===== src/rtl/dmem_pkg.sv =====
// Shared types and constants for the data-memory load/store controller.
// Size codes match the encoding on the requester ports.
package dmem_pkg;

  typedef enum logic [1:0] {
    StIdle,
    StAccess,
    StWrite,
    StResp
  } state_e;

  localparam logic [1:0] SZ_B = 2'b00;
  localparam logic [1:0] SZ_H = 2'b01;
  localparam logic [1:0] SZ_W = 2'b10;

  localparam int unsigned NPORT = 2;

  // Illegal size code or an offset not aligned to the access size.
  function automatic logic bad_align(input logic [1:0] size, input logic [1:0] off);
    case (size)
      SZ_B:    return 1'b0;
      SZ_H:    return off[0];
      SZ_W:    return |off;
      default: return 1'b1;
    endcase
  endfunction

endpackage


===== src/rtl/dmem_ctrl_if.sv =====
// Requester and memory-side bus of the load/store controller.
// slave = controller view, master = requester/memory view.
interface dmem_ctrl_if
  import dmem_pkg::*;
#(
  parameter int unsigned WIDTH = 32,
  parameter int unsigned DEPTH = 32,
  parameter int unsigned AW    = $clog2(DEPTH)
);

  logic [NPORT-1:0]       req;
  logic [NPORT-1:0]       we;
  logic [2*NPORT-1:0]     size;
  logic [NPORT-1:0]       uns;
  logic [NPORT*WIDTH-1:0] addr;
  logic [NPORT*WIDTH-1:0] wdata;
  logic [NPORT-1:0]       ack;
  logic                   err;
  logic [WIDTH-1:0]       rdata;
  logic                   busy;
  logic [AW-1:0]          mem_addr;
  logic                   mem_wr;
  logic [WIDTH-1:0]       mem_wdata;
  logic [WIDTH-1:0]       mem_rdata;

  modport slave (
    input  req, we, size, uns, addr, wdata, mem_rdata,
    output ack, err, rdata, busy, mem_addr, mem_wr, mem_wdata
  );

  modport master (
    output req, we, size, uns, addr, wdata, mem_rdata,
    input  ack, err, rdata, busy, mem_addr, mem_wr, mem_wdata
  );

endinterface


===== src/rtl/dmem_align.sv =====
// Byte-lane steering: load extract/extend and sub-word store merge.
// Purely combinational; only WIDTH = 32 is supported.
module dmem_align
  import dmem_pkg::*;
#(
  parameter int unsigned WIDTH = 32
) (
  input  logic [WIDTH-1:0] word,
  input  logic [1:0]       off,
  input  logic [1:0]       size,
  input  logic             uns,
  output logic [WIDTH-1:0] load_val,
  input  logic [WIDTH-1:0] old_word,
  input  logic [15:0]      new_data,
  output logic [WIDTH-1:0] merged
);

  logic [7:0]  lane_b;
  logic [15:0] lane_h;

  always_comb begin
    lane_b = word[8*off +: 8];
    lane_h = word[16*off[1] +: 16];
    case (size)
      SZ_B:    load_val = {{(WIDTH-8){lane_b[7] & ~uns}}, lane_b};
      SZ_H:    load_val = {{(WIDTH-16){lane_h[15] & ~uns}}, lane_h};
      default: load_val = word;
    endcase
  end

  always_comb begin
    merged = old_word;
    case (size)
      SZ_B:    merged[8*off +: 8] = new_data[7:0];
      SZ_H:    merged[16*off[1] +: 16] = new_data;
      default: merged = old_word;
    endcase
  end

endmodule


===== src/rtl/dmem_ctrl.sv =====
// Two-port round-robin load/store controller in front of a single-port word memory.
// Sub-word stores are done as read (ACCESS) then merged write (WRITE).
module dmem_ctrl
  import dmem_pkg::*;
#(
  parameter int unsigned WIDTH = 32,
  parameter int unsigned DEPTH = 32,
  parameter int unsigned AW    = $clog2(DEPTH)
) (
  input logic        clk,
  input logic        rst,
  dmem_ctrl_if.slave bus
);

  state_e state_q, state_d;

  logic             ptr_q;
  logic             win, win_q;
  logic             grant;
  logic             sel_we, sel_uns, sel_err;
  logic [1:0]       sel_size;
  logic [WIDTH-1:0] sel_addr, sel_wdata;

  logic             we_q, uns_q, err_q;
  logic [1:0]       size_q;
  logic [AW+1:0]    addr_q;
  logic [WIDTH-1:0] wdata_q, buf_q, rdata_q;
  logic [WIDTH-1:0] load_val, merged;

  assign grant = (state_q == StIdle) && (|bus.req);

  // Round-robin: on contention the port not served last wins.
  always_comb begin
    case (bus.req)
      2'b10:   win = 1'b1;
      2'b11:   win = ~ptr_q;
      default: win = 1'b0;
    endcase
    sel_we    = bus.we[win];
    sel_uns   = bus.uns[win];
    sel_size  = bus.size[2*win +: 2];
    sel_addr  = bus.addr[WIDTH*win +: WIDTH];
    sel_wdata = bus.wdata[WIDTH*win +: WIDTH];
    sel_err   = bad_align(sel_size, sel_addr[1:0]) ||
                (sel_addr[WIDTH-1:2] >= (WIDTH-2)'(DEPTH));
  end

  always_ff @(posedge clk or negedge rst) begin
    if (!rst) begin
      state_q <= StIdle;
    end else begin
      state_q <= state_d;
    end
  end

  always_comb begin
    state_d = state_q;
    case (state_q)
      StIdle: begin
        if (|bus.req) begin
          state_d = sel_err ? StResp : StAccess;
        end
      end
      StAccess: state_d = (we_q && size_q != SZ_W) ? StWrite : StResp;
      StWrite:  state_d = StResp;
      StResp:   state_d = StIdle;
      default:  state_d = StIdle;
    endcase
  end

  always_ff @(posedge clk or negedge rst) begin
    if (!rst) begin
      ptr_q   <= 1'b1;
      win_q   <= 1'b0;
      we_q    <= 1'b0;
      uns_q   <= 1'b0;
      err_q   <= 1'b0;
      size_q  <= SZ_B;
      addr_q  <= '0;
      wdata_q <= '0;
      buf_q   <= '0;
      rdata_q <= '0;
    end else begin
      if (grant) begin
        win_q   <= win;
        we_q    <= sel_we;
        uns_q   <= sel_uns;
        err_q   <= sel_err;
        size_q  <= sel_size;
        addr_q  <= sel_addr[AW+1:0];
        wdata_q <= sel_wdata;
        rdata_q <= '0;
      end
      if (state_q == StAccess) begin
        buf_q <= bus.mem_rdata;
        if (!we_q) begin
          rdata_q <= load_val;
        end
      end
      if (state_q == StResp) begin
        ptr_q <= win_q;
      end
    end
  end

  dmem_align #(
    .WIDTH(WIDTH)
  ) u_align (
    .word     (bus.mem_rdata),
    .off      (addr_q[1:0]),
    .size     (size_q),
    .uns      (uns_q),
    .load_val (load_val),
    .old_word (buf_q),
    .new_data (wdata_q[15:0]),
    .merged   (merged)
  );

  always_comb begin
    bus.ack       = '0;
    bus.err       = 1'b0;
    bus.rdata     = '0;
    bus.busy      = (state_q != StIdle);
    bus.mem_addr  = '0;
    bus.mem_wr    = 1'b0;
    bus.mem_wdata = '0;
    case (state_q)
      StAccess: begin
        bus.mem_addr = addr_q[AW+1:2];
        if (we_q && size_q == SZ_W) begin
          bus.mem_wr    = 1'b1;
          bus.mem_wdata = wdata_q;
        end
      end
      StWrite: begin
        bus.mem_addr  = addr_q[AW+1:2];
        bus.mem_wr    = 1'b1;
        bus.mem_wdata = merged;
      end
      StResp: begin
        bus.ack[win_q] = 1'b1;
        bus.err        = err_q;
        bus.rdata      = rdata_q;
      end
      default: ;
    endcase
  end

endmodule


===== src/flat_wrapper.sv =====
// flat-port wrapper written by rule: the top's interface ports become plain ports
module dmem_ctrl_flat import dmem_pkg::*;
#(
  parameter int unsigned WIDTH = 32,
  parameter int unsigned DEPTH = 32,
  parameter int unsigned AW    = $clog2(DEPTH)
)
  (clk, rst, bus_req, bus_we, bus_size, bus_uns, bus_addr, bus_wdata, bus_mem_rdata, bus_ack, bus_err, bus_rdata, bus_busy, bus_mem_addr, bus_mem_wr, bus_mem_wdata);
  dmem_ctrl_if #(.WIDTH(WIDTH), .DEPTH(DEPTH), .AW(AW)) bus_i ();
  input logic clk;
  input logic rst;
  input wire logic [$bits(bus_i.req)-1:0] bus_req;
  input wire logic [$bits(bus_i.we)-1:0] bus_we;
  input wire logic [$bits(bus_i.size)-1:0] bus_size;
  input wire logic [$bits(bus_i.uns)-1:0] bus_uns;
  input wire logic [$bits(bus_i.addr)-1:0] bus_addr;
  input wire logic [$bits(bus_i.wdata)-1:0] bus_wdata;
  input wire logic [$bits(bus_i.mem_rdata)-1:0] bus_mem_rdata;
  output wire logic [$bits(bus_i.ack)-1:0] bus_ack;
  output wire logic [$bits(bus_i.err)-1:0] bus_err;
  output wire logic [$bits(bus_i.rdata)-1:0] bus_rdata;
  output wire logic [$bits(bus_i.busy)-1:0] bus_busy;
  output wire logic [$bits(bus_i.mem_addr)-1:0] bus_mem_addr;
  output wire logic [$bits(bus_i.mem_wr)-1:0] bus_mem_wr;
  output wire logic [$bits(bus_i.mem_wdata)-1:0] bus_mem_wdata;
  assign bus_i.req = bus_req;
  assign bus_i.we = bus_we;
  assign bus_i.size = bus_size;
  assign bus_i.uns = bus_uns;
  assign bus_i.addr = bus_addr;
  assign bus_i.wdata = bus_wdata;
  assign bus_i.mem_rdata = bus_mem_rdata;
  assign bus_ack = bus_i.ack;
  assign bus_err = bus_i.err;
  assign bus_rdata = bus_i.rdata;
  assign bus_busy = bus_i.busy;
  assign bus_mem_addr = bus_i.mem_addr;
  assign bus_mem_wr = bus_i.mem_wr;
  assign bus_mem_wdata = bus_i.mem_wdata;
  dmem_ctrl #(.WIDTH(WIDTH), .DEPTH(DEPTH), .AW(AW)) u_core (.clk(clk), .rst(rst), .bus(bus_i));
endmodule

===== config.mk =====
export PLATFORM = sky130hd
export DESIGN_NAME = dmem_ctrl_flat
export DESIGN_NICKNAME = d
export VERILOG_FILES = /design/src/rtl/dmem_pkg.sv /design/src/rtl/dmem_ctrl_if.sv /design/src/rtl/dmem_align.sv /design/src/rtl/dmem_ctrl.sv /design/src/flat_wrapper.sv
export SDC_FILE = /design/constraint.sdc
export NUM_CORES = 1
export LEC_CHECK = 0
export CAP_MARGIN = 20
export CORE_ASPECT_RATIO = 1.25
export CORE_MARGIN = 2
export CORE_UTILIZATION = 35
export CTS_CLUSTER_SIZE = 24
export DETAILED_ROUTE_END_ITERATION = 12
export PLACE_DENSITY_LB_ADDON = 0.08
export SLEW_MARGIN = 20
export SYNTH_ARGS = -nofsm -noshare
export SYNTH_HDL_FRONTEND = slang
export SYNTH_SLANG_ARGS = --single-unit

===== constraint.sdc =====
create_clock -name clk -period 5.2 [get_ports clk]
set_clock_uncertainty 0.05 [all_clocks]
set_input_delay 0.78 -clock clk [delete_from_list [all_inputs] [get_ports clk]]
set_output_delay 0.78 -clock clk [all_outputs]
set_load 0.005 [all_outputs]

==> run notes <==
The kind of start point of the critical path is a flop. The endpoint type of the worst setup path is a primary output. Synthesis produced a netlist whose cell count is 792. The post-synthesis share of cell area spent on xor and xnor gates is 0%. The most used cell along the critical path is sky130_fd_sc_hd__buf_4. Most frequent cell after synthesis: sky130_fd_sc_hd__nand2_1. Listed in order, past its start point the critical path passes inv_1 -> buf_4 -> ha_1 -> nor4bb_1 -> buf_4 -> nand2_1 -> a21oi_1 -> o221ai_1 -> a21boi_0 -> clkdlybuf4s50_1.

The post-route clock period utilization works out to 79.9%. At the floorplan stage, the core utilization is reported as 35.4%. The normalized max-slew margin came out at 31.8%. The number of placement rows is 58, and the static leakage power is 0.00395 µW. On the critical path the largest part of the delay comes from buffers and inverters. The congestion estimate from routability-driven global placement came to 0.854. The clock transition at the registers of the reported paths is 80 ps, and the average footprint of a synthesized cell is 8.95 µm². The tool flagged a number of max-cap violations equal to 0. The run gives 0 for the total of cells resized after clock tree synthesis.

Synthesis produced a netlist with a net count of 973. Buffers placed on the I/O ports in this run total 245. The main area contributors are sky130_fd_sc_hd__dfrtp_1, sky130_fd_sc_hd__nand2_1, sky130_fd_sc_hd__mux2i_1, sky130_fd_sc_hd__o21ai_0, sky130_fd_sc_hd__mux2_2. The number of diodes added for antenna fixing came out at 0. Type of the tightest min-delay check: input pin to asynchronous set/reset pin.

The average via count per standard cell came out at 5.38. According to the dpl log, the detail-placed design has an HPWL of 18,600 µm. Per the summary, power density relative to cell area is 547 mW/mm². Leaving out fill and tap cells, the most frequent cell in the layout is sky130_fd_sc_hd__clkdlybuf4s50_1. Standard cell core area: 0.0200 mm². Yosys reports a chip area of 0.00709 mm². The number of buffers between clock root and the deepest sink is 2, and the Yosys warning count is 0.

For the number of remaining DRC errors, the log shows 0. The start-to-end type of the worst setup path was flop to primary output. The via count of the first global-routing pass is 6,562, and the sequential area share after synthesis is 39.6%. The share of flip-flops with an asynchronous set or reset after synthesis is 100%, and the fraction of the mapped netlist area in compound gates is 23.3%. The number of buffers and inverters on the critical path was 4.

The unique cell type count in the Yosys netlist was 52; the count of buffers added by post-CTS timing repair for setup was 0. In the global route stage, overall resource usage came out at 23.3%. The number of buffers inserted for hold repair after clock tree synthesis was 0.

Number of hold violations in the final report: 0. The run finished with clean final reports. The endpoint required time on the critical path is 4370 ps, and the I/O pin count is 246. Counting instances in the post-synthesis netlist gives the leading cell types as sky130_fd_sc_hd__nand2_1, sky130_fd_sc_hd__dfrtp_1, sky130_fd_sc_hd__o21ai_0, sky130_fd_sc_hd__a21oi_1, sky130_fd_sc_hd__and2_1. Per the STA report, the cell with the highest stage delay on the worst path is sky130_fd_sc_hd__clkdlybuf4s50_1. The arrival time of data at the worst endpoint is listed as 3320 ps. The maximum clock frequency is 241 MHz, and the final number of max-transition violations is 0. TritonCTS built the clock tree. The fraction of synthesized cell area taken by the top area cell type is 39.2%, and the number of nets in the final layout is 1,176. In the Yosys report the total cell count is 792. In this run the number of cells on the critical path is 10. The run gives 360 ps as the clock insertion delay at the later pin of the skew report. The OpenROAD warning count is 33.

The vertical die dimension was 163 µm; the first-pass iteration count of the detailed router was 5. The first global-routing pass estimated 38,800 µm of wire. The post-synth tally of flip-flops with integrated enable is 0, and the area fraction in and, or, nand and nor cells is 16.5%. The worst path in the final design needs a cycle of 4150 ps, including I/O delays and setup. Maximum number of pins on one net before global-route repair: 86. Total wire length after detailed routing: 25,000 µm.

From the final report, the count of setup violators was given as 0. The top logic cell family in the synthesized netlist was AND-OR/OR-AND gates. Cell type with the largest total area: sky130_fd_sc_hd__dfrtp_1. The buffer cell driving the clock tree root was sky130_fd_sc_hd__clkbuf_16. Number of DRC markers after the initial detailed-route iteration: 499. Initial antenna violation count: 0.

The run gives 112 as the CTS sink count. The post-route netlist has 8.80% of its cells at a drive strength greater than 1. The tools report the total negative slack as 0 ps. The logs give 3 for the maximum level of the CTS H-tree and 0.000300 V for the maximum resistive drop on vdd. Max fanout on the critical path was recorded as 10. The critical path's largest stage delay was 570 ps. Per the TritonCTS log, the buffer count is 9. Of the post-synthesis cell area, the part taken by muxes is 14.2%.

According to the floorplan report, the die width is 131 µm. The total overflow left after global routing is 0. STA shows the worst reg2reg path with a cell count of 5.

With the area of the chip at 0.0214 mm², the slew at the pin closest to its max-slew limit is 1020 ps. Setup repair after global routing left no endpoint under its margin. The netlist area before placement is 0.00709 mm².

The run gives 0 for the number of nets with antenna violations after detailed routing. The most common logic cells in the final layout are sky130_fd_sc_hd__clkdlybuf4s50_1, sky130_fd_sc_hd__nand2_1, sky130_fd_sc_hd__dfrtp_1. In this run the layout overhead on the synthesized area is reported as 41.5%.

For this run, the leading register cell type out of synthesis is sky130_fd_sc_hd__dfrtp_1. Detailed routing inserted a total of 6,835 vias. The register bit count reported by yosys is 112.

The run gives 1.59% for the post-synthesis adder-cell area fraction.
==> where the power goes <==
group | leakage [µW] | total (µW) | switching (µW) | internal, µW
clock | 0.000146 | 695 | 346 | 349
sequential | 0.00136 | 1770 | 463 | 1310
combinational | 0.00244 | 3020 | 1560 | 1460
==> metrics by stage <==
stage               setup slack (ps)  std cells  total power, µW  hold slack [ps]  cell area [µm²]
finish                          1050       1270             5490              392            10000
global route                     782       1270             5900              444            10000
CTS                             1030       1270             5510              429            10000
detailed placement              1440       1254             4790              412             9730
global placement                1430       1254             4770              404             9730
floorplan                       2100        792             3530              388             7090
==> worst paths after layout <==
| kind | from | end | slack [ps] |
|---|---|---|---|
| setup / recovery | u_core.addr_q[1] | bus_mem_wdata[2] | 1050 |
| min in group clk | u_core.err_q | u_core.err_q | 420 |
| max in group asynchronous | rst | u_core.wdata_q[28] | 3750 |
| hold reg to reg | u_core.err_q | u_core.err_q | 420 |
| hold / removal | rst | u_core.rdata_q[10] | 390 |
| setup reg to reg | u_core.size_q[0] | u_core.rdata_q[10] | 2500 |
==> state kept, by name (all words and copies together) (netlist names), 2 cells and up <==
name,cells
u_core.size_q,2
u_core.rdata_q,32
u_core.addr_q,7
u_core.buf_q,32
u_core.state_q,2
u_core.wdata_q,32
==> cell type report <==
type / instances / area (µm²)
clock buffers: 10 / 239
clock inverters: 6 / 55.1
fillers: 1964 / 10000
inverters: 12 / 45.0
multi-input cells: 599 / 3960
flip-flops and latches: 112 / 2800
well taps: 270 / 338
repair buffers: 261 / 2590
==> layer usage <==
layer	GRT usage (%)	routed length (µm)
met5	0	0
met4	9.93	886
met3	3.91	1500
met2	36.6	11500
met1	32.0	11100
Track usage over the die:
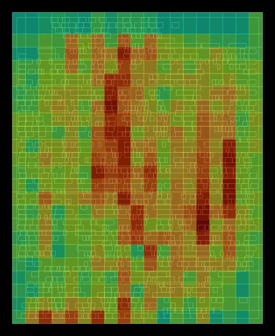
Avg WL per Cell: 19.7 µm
met3 track demand over resource in global routing: 3.91%

The metal 4 layer:
Drawn at 3 px/µm. Supply wires on this layer in gray.
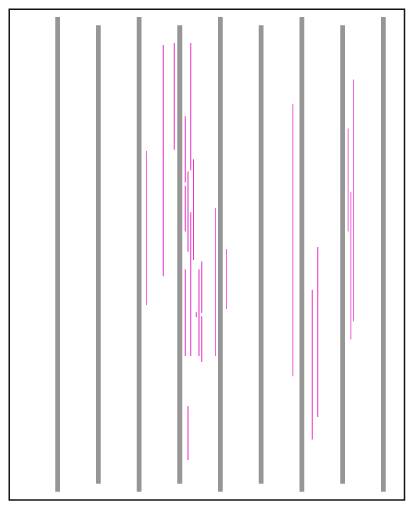
longest straight run: 90.4 µm
nets with wire on the layer: 20

Metal 1:
Drawn at 3 px/µm. Supply wires on this layer in gray. Cells faint in the background.
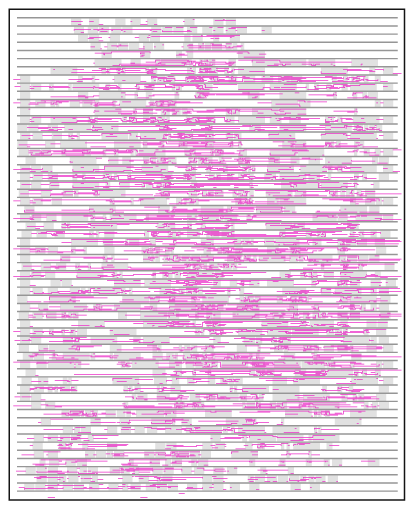
wire length on this layer: 11,100 µm
main direction: horizontal

Sequential cells grouped by signal name:
Drawn at 3 px/µm. Other sequential cells in the stronger gray, the rest of the logic in the fainter gray.
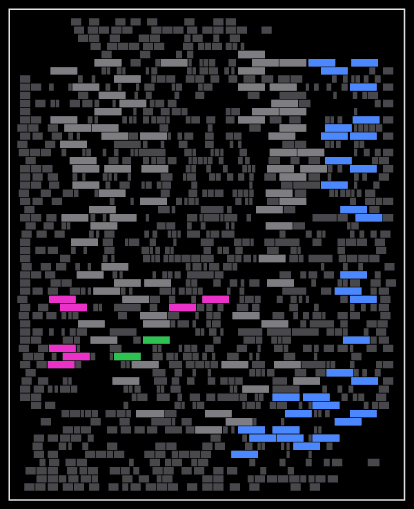
[magenta] u_core.addr_q | flops: 7 | where: west
[green] u_core.size_q | flops: 2
[blue] u_core.rdata_q | flops: 32 | where: a vertical strip on the right
not colored: 71
flop share of the area: 28.0%
final core utilization: 50.1%
power in sequential cells: 1770 µW
Sequential cell area: 0.00280 mm²

Power figures rest on the tool's default switching activity, not on a simulated workload.
